## src/rtl/clk_countdown_timer_pkg.sv

```systemverilog
// Shared types, constants and helpers for the MM:SS countdown timer.
package clk_countdown_timer_pkg;

    localparam int unsigned TIME_W           = 8;
    localparam int unsigned SEC_MAX          = 59;
    localparam int unsigned DEF_CLK_HZ       = 1000;
    localparam int unsigned DEF_MAX_MIN      = 99;
    localparam int unsigned DEF_ALARM_CYCLES = 30000;

    typedef enum logic [1:0] {
        ST_IDLE    = 2'd0,
        ST_RUN     = 2'd1,
        ST_PAUSE   = 2'd2,
        ST_EXPIRED = 2'd3
    } state_e;

    typedef struct packed {
        logic [TIME_W-1:0] minutes;
        logic [TIME_W-1:0] seconds;
    } mmss_t;

    // Increment with wrap to zero once the top value is reached.
    function automatic logic [TIME_W-1:0] wrap_inc(input logic [TIME_W-1:0] v,
                                                   input logic [TIME_W-1:0] max_v);
        return (v >= max_v) ? '0 : v + TIME_W'(1);
    endfunction

endpackage

```

## src/rtl/clk_countdown_timer_if.sv

```systemverilog
// User controls in, display/buzzer outputs out.
interface clk_countdown_timer_if;
    import clk_countdown_timer_pkg::*;

    logic              en;
    logic              clear;
    logic              start_stop;
    logic              enc_sec;
    logic              enc_min;
    logic [TIME_W-1:0] seconds;
    logic [TIME_W-1:0] minutes;
    logic              sec_minus_one;
    logic              timer_done;
    logic              alarm;
    logic              running;

    modport master (
        output en, clear, start_stop, enc_sec, enc_min,
        input  seconds, minutes, sec_minus_one, timer_done, alarm, running
    );

    modport slave (
        input  en, clear, start_stop, enc_sec, enc_min,
        output seconds, minutes, sec_minus_one, timer_done, alarm, running
    );
endinterface

```

## src/rtl/clk_countdown_timer_prescaler.sv

```systemverilog
// Divides the system clock down to a one-cycle tick every CLK_HZ enabled cycles.
module clk_countdown_timer_prescaler
    import clk_countdown_timer_pkg::*;
#(
    parameter int unsigned CLK_HZ = DEF_CLK_HZ
) (
    input  logic CLK,
    input  logic rst_n,
    input  logic clr,
    input  logic en,
    output logic tick
);

    localparam int unsigned PRESC_W = (CLK_HZ > 1) ? $clog2(CLK_HZ) : 1;
    localparam logic [PRESC_W-1:0] PRESC_TC = PRESC_W'(CLK_HZ - 1);

    logic [PRESC_W-1:0] presc_q;

    // Terminal count reached while counting.
    assign tick = en && (presc_q == PRESC_TC);

    // Prescaler counter: cleared by clr, holds while en is low.
    always_ff @(posedge CLK) begin
        if (!rst_n) begin
            presc_q <= '0;
        end else if (clr) begin
            presc_q <= '0;
        end else if (en) begin
            presc_q <= (presc_q == PRESC_TC) ? '0 : presc_q + PRESC_W'(1);
        end
    end

endmodule

```

## src/rtl/clk_countdown_timer.sv

```systemverilog
// Kitchen-timer MM:SS down counter with pause, edit and alarm hold.
module clk_countdown_timer
    import clk_countdown_timer_pkg::*;
#(
    parameter int unsigned CLK_HZ       = DEF_CLK_HZ,
    parameter int unsigned MAX_MIN      = DEF_MAX_MIN,
    parameter int unsigned ALARM_CYCLES = DEF_ALARM_CYCLES
) (
    input  logic               CLK,
    input  logic               rst_n,
    clk_countdown_timer_if.slave bus
);

    localparam int unsigned CNT_W = (ALARM_CYCLES > 1) ? $clog2(ALARM_CYCLES) : 1;
    localparam logic [CNT_W-1:0]  CNT_LAST = CNT_W'(ALARM_CYCLES - 1);
    localparam logic [TIME_W-1:0] SEC_TOP  = TIME_W'(SEC_MAX);
    localparam logic [TIME_W-1:0] MIN_TOP  = TIME_W'(MAX_MIN);

    state_e           state_q, state_d;
    mmss_t            time_q, time_d;
    logic [CNT_W-1:0] cnt_q, cnt_d;
    logic             done_q, done_d;
    logic             alarm_q, alarm_d;
    logic             run_q, run_d;

    logic tick;
    logic presc_clr;
    logic presc_en;
    logic time_nz;
    logic time_last;

    // A start from IDLE or a clear restarts the second from zero; a start_stop
    // in RUN freezes the prescaler so a pause keeps the partial second.
    assign presc_clr = ((state_q == ST_IDLE) && bus.start_stop) || bus.clear;
    assign presc_en  = (state_q == ST_RUN) && bus.en && !bus.start_stop;

    clk_countdown_timer_prescaler #(
        .CLK_HZ (CLK_HZ)
    ) u_presc (
        .CLK   (CLK),
        .rst_n (rst_n),
        .clr   (presc_clr),
        .en    (presc_en),
        .tick  (tick)
    );

    assign time_nz   = (time_q.seconds != '0) || (time_q.minutes != '0);
    assign time_last = (time_q.seconds == TIME_W'(1)) && (time_q.minutes == '0);

    // Next-state, time and alarm counter logic.
    always_comb begin
        state_d = state_q;
        time_d  = time_q;
        cnt_d   = cnt_q;

        if (bus.clear) begin
            state_d = ST_IDLE;
            time_d  = '0;
            cnt_d   = '0;
        end else begin
            case (state_q)
                ST_IDLE: begin
                    if (bus.start_stop) begin
                        if (time_nz) state_d = ST_RUN;
                    end else begin
                        if (bus.enc_sec) time_d.seconds = wrap_inc(time_q.seconds, SEC_TOP);
                        if (bus.enc_min) time_d.minutes = wrap_inc(time_q.minutes, MIN_TOP);
                    end
                end
                ST_RUN: begin
                    if (bus.start_stop) begin
                        state_d = ST_PAUSE;
                    end else if (tick) begin
                        if (time_q.seconds != '0) begin
                            time_d.seconds = time_q.seconds - TIME_W'(1);
                        end else if (time_q.minutes != '0) begin
                            time_d.seconds = SEC_TOP;
                            time_d.minutes = time_q.minutes - TIME_W'(1);
                        end
                        if (time_last) state_d = ST_EXPIRED;
                    end
                end
                ST_PAUSE: begin
                    if (bus.start_stop) begin
                        state_d = time_nz ? ST_RUN : ST_IDLE;
                    end else begin
                        if (bus.enc_sec) time_d.seconds = wrap_inc(time_q.seconds, SEC_TOP);
                        if (bus.enc_min) time_d.minutes = wrap_inc(time_q.minutes, MIN_TOP);
                    end
                end
                ST_EXPIRED: begin
                    time_d = '0;
                    if (bus.start_stop || (cnt_q == CNT_LAST)) begin
                        state_d = ST_IDLE;
                        cnt_d   = '0;
                    end else begin
                        cnt_d = cnt_q + CNT_W'(1);
                    end
                end
                default: begin
                    state_d = ST_IDLE;
                end
            endcase
        end

        done_d  = (state_d == ST_EXPIRED) && (state_q != ST_EXPIRED);
        alarm_d = (state_d == ST_EXPIRED);
        run_d   = (state_d == ST_RUN);
    end

    // State, time and output registers.
    always_ff @(posedge CLK) begin
        if (!rst_n) begin
            state_q <= ST_IDLE;
            time_q  <= '0;
            cnt_q   <= '0;
            done_q  <= 1'b0;
            alarm_q <= 1'b0;
            run_q   <= 1'b0;
        end else begin
            state_q <= state_d;
            time_q  <= time_d;
            cnt_q   <= cnt_d;
            done_q  <= done_d;
            alarm_q <= alarm_d;
            run_q   <= run_d;
        end
    end

    assign bus.seconds       = time_q.seconds;
    assign bus.minutes       = time_q.minutes;
    assign bus.sec_minus_one = tick;
    assign bus.timer_done    = done_q;
    assign bus.alarm         = alarm_q;
    assign bus.running       = run_q;

endmodule
```

## src/flat_wrapper.sv

```systemverilog
// flat-port wrapper written by rule: the top's interface ports become plain ports
module clk_countdown_timer_flat import clk_countdown_timer_pkg::*;
#(
    parameter int unsigned CLK_HZ       = DEF_CLK_HZ,
    parameter int unsigned MAX_MIN      = DEF_MAX_MIN,
    parameter int unsigned ALARM_CYCLES = DEF_ALARM_CYCLES
)
  (CLK, rst_n, bus_en, bus_clear, bus_start_stop, bus_enc_sec, bus_enc_min, bus_seconds, bus_minutes, bus_sec_minus_one, bus_timer_done, bus_alarm, bus_running);
  clk_countdown_timer_if bus_i ();
  input  logic CLK;
  input  logic rst_n;
  input wire logic [$bits(bus_i.en)-1:0] bus_en;
  input wire logic [$bits(bus_i.clear)-1:0] bus_clear;
  input wire logic [$bits(bus_i.start_stop)-1:0] bus_start_stop;
  input wire logic [$bits(bus_i.enc_sec)-1:0] bus_enc_sec;
  input wire logic [$bits(bus_i.enc_min)-1:0] bus_enc_min;
  output wire logic [$bits(bus_i.seconds)-1:0] bus_seconds;
  output wire logic [$bits(bus_i.minutes)-1:0] bus_minutes;
  output wire logic [$bits(bus_i.sec_minus_one)-1:0] bus_sec_minus_one;
  output wire logic [$bits(bus_i.timer_done)-1:0] bus_timer_done;
  output wire logic [$bits(bus_i.alarm)-1:0] bus_alarm;
  output wire logic [$bits(bus_i.running)-1:0] bus_running;
  assign bus_i.en = bus_en;
  assign bus_i.clear = bus_clear;
  assign bus_i.start_stop = bus_start_stop;
  assign bus_i.enc_sec = bus_enc_sec;
  assign bus_i.enc_min = bus_enc_min;
  assign bus_seconds = bus_i.seconds;
  assign bus_minutes = bus_i.minutes;
  assign bus_sec_minus_one = bus_i.sec_minus_one;
  assign bus_timer_done = bus_i.timer_done;
  assign bus_alarm = bus_i.alarm;
  assign bus_running = bus_i.running;
  clk_countdown_timer #(.CLK_HZ(CLK_HZ), .MAX_MIN(MAX_MIN), .ALARM_CYCLES(ALARM_CYCLES)) u_core (.CLK(CLK), .rst_n(rst_n), .bus(bus_i));
endmodule
```

## config.mk

```make
export PLATFORM = sky130hd
export DESIGN_NAME = clk_countdown_timer_flat
export DESIGN_NICKNAME = d
export VERILOG_FILES = /design/src/rtl/clk_countdown_timer_pkg.sv /design/src/rtl/clk_countdown_timer_if.sv /design/src/rtl/clk_countdown_timer_prescaler.sv /design/src/rtl/clk_countdown_timer.sv /design/src/flat_wrapper.sv
export SDC_FILE = /design/constraint.sdc
export NUM_CORES = 1
export LEC_CHECK = 0
export CORE_MARGIN = 4
export CORE_UTILIZATION = 36
export DETAILED_ROUTE_END_ITERATION = 8
export PLACE_DENSITY_LB_ADDON = 0.1
export SLEW_MARGIN = 20
export SYNTH_ARGS = -nofsm -noshare
export SYNTH_HDL_FRONTEND = slang
export SYNTH_SLANG_ARGS = --single-unit
```

## constraint.sdc

```tcl
create_clock -name CLK -period 2.5 [get_ports CLK]
set_clock_uncertainty 0.1 [all_clocks]
set_input_delay 0.375 -clock CLK [delete_from_list [all_inputs] [get_ports CLK]]
set_output_delay 0.375 -clock CLK [all_outputs]
set_load 0.1 [all_outputs]
```

**Local utilization**

Drawn at 4 px/µm. The die is cut into 9 by 9 equal tiles; dark blue is low, red is high, 0 to 100% covered.
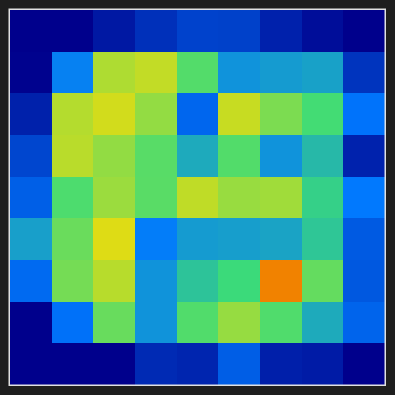
1.2% of the tiles are over 75% full. 11% of the tiles are nearly empty. The mean over all tiles is 34%. The fullest tile reaches 85%.
initial cell density of the core: 38.0%
Util after Layout: 45.2%

**Drive-strength map**

Drawn at 4 px/µm.
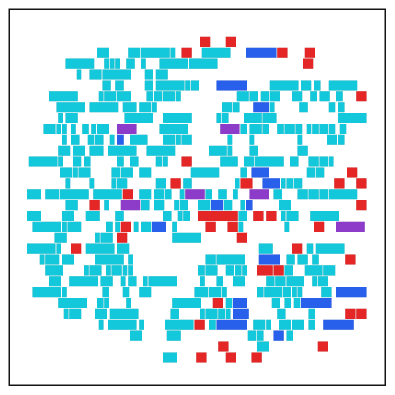
Red shows x3 and x4, cells 39, most used buf_4. Purple shows x6 and larger, cells 6, most used clkbuf_8. Cyan shows x1 and smaller, cells 290, most used dfxtp_1. Blue shows x2, cells 17, most used dfxtp_2.
Final Instance Area: 3140 µm²
Worst Setup Slack, final: 0.131 ns
synthesis-to-finish area growth: 18.8%
Non-clock buffers: 42

==> results.txt <==
yosys + openroad results -> DP HPWL=4660 µm, endpoint of the most critical setup path=bus_sec_minus_one, GPL Wtd Cong=0.773, die width=93.7 µm, Pwr Total=1.35 mW, Synth Seq Share=34.9%, DRT iter0 DRCs=128, hold violation total from the final report=0, P_comb=159 µW, biggest area consumer among synthesized cells=sky130_fd_sc_hd__dfxtp_1, startpoint kind of the worst setup timing path=flop, Post-CTS Resized=0, critical path's largest stage delay=0.38 ns, final-layout fill cell count=698, count of buffers from port buffering=26, average footprint of a synthesized cell=8.33 µm², share of layout cells above drive strength 1=17.6%, largest family of logic cells by area=simple AND/OR/NAND/NOR gates, most frequently used flop master after synthesis=sky130_fd_sc_hd__dfxtp_1, dominant power group=registers, level count of the clock H-tree=2, hold path endpoint=u_core.cnt_q[1], Setup Viol. Count Final=0, Worst Setup End Kind=output pin, CTS max path bufs=2, top-area cell type share of the netlist area=34.9%, aoi/oai-family share of the synthesized area=21.0%, share of synthesized cell area in and, or, nand and nor gates=27.7%, unrepaired setup endpoints after global routing=no, fin crit period=2.37 ns, via count of the first global-routing pass=2,247, Critical R2R Launch=u_core.bus.minutes[0], number of stages on the worst setup path=6, CTS Sinks=46, number of cells in the design after placement=441, result of the run=completed, Clk. pwr=447 µW, met2 GRT Util=23.9%, post-synthesis adder-cell area fraction=3.79%, switching share of total power=27.4%, leading cell types in the layout, fill and taps excluded=sky130_fd_sc_hd__dfxtp_1 (40), sky130_fd_sc_hd__nor2_1 (37), sky130_fd_sc_hd__buf_4 (35), met3 usage in global routing=3.53%, R2R Setup Slk=0.14 ns, CTS tree=done, number of synthesized register bits=46, layer with the highest usage after global routing=met2, chip footprint=8770 µm², proportion of power drawn by the clock network=33.1%
**Met1 routing**

Drawn at 6 px/µm. Supply wires on this layer in gray.
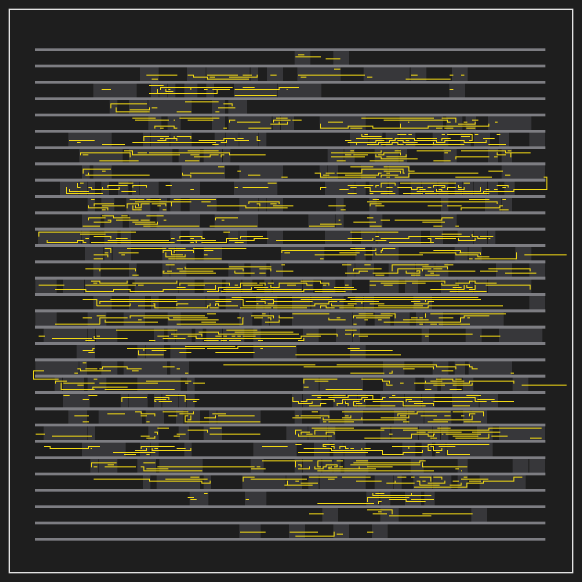
The wires run mostly horizontal. 328 nets have wire on it.
overall routed net length: 6440 µm
DR vias: 2,418
global-route met1 utilization: 22.3%

**Cell placement**

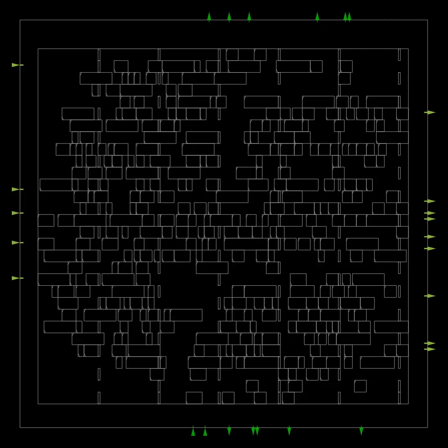
number of flip-flops and latches: 46
Placement Rows: 30
post-layout instance count excluding filler cells: 448

-- area by class of cell --
class                      count  area [µm²]  share of cell area [%]
tap                           96         120                    3.83
multi-input combinational    245        1620                    51.6
timing repair buffer          42         343                    10.9
sequential                    46         928                    29.6
inverter                      12        48.8                    1.56
clock buffer                   5        68.8                    2.19
clock inverter                 2        10.0                   0.319
-- sequential cells by signal (all words and copies together) (netlist names) --
register	cells
u_core.u_presc.presc_q	10
u_core.bus.timer_done	1
u_core.state_q	2
u_core.bus.alarm	1
u_core.bus.running	1
u_core.bus.seconds	8
u_core.cnt_q	15
u_core.bus.minutes	8
-- metal layers --
metal	up-vias	part of all wire [%]
li1	1238	-
met1	1125	50
met2	49	45
met3	6	4.4
met4	0	1.0
met5	-	0
No activity file was given, so power comes from the tool's default toggle rates.
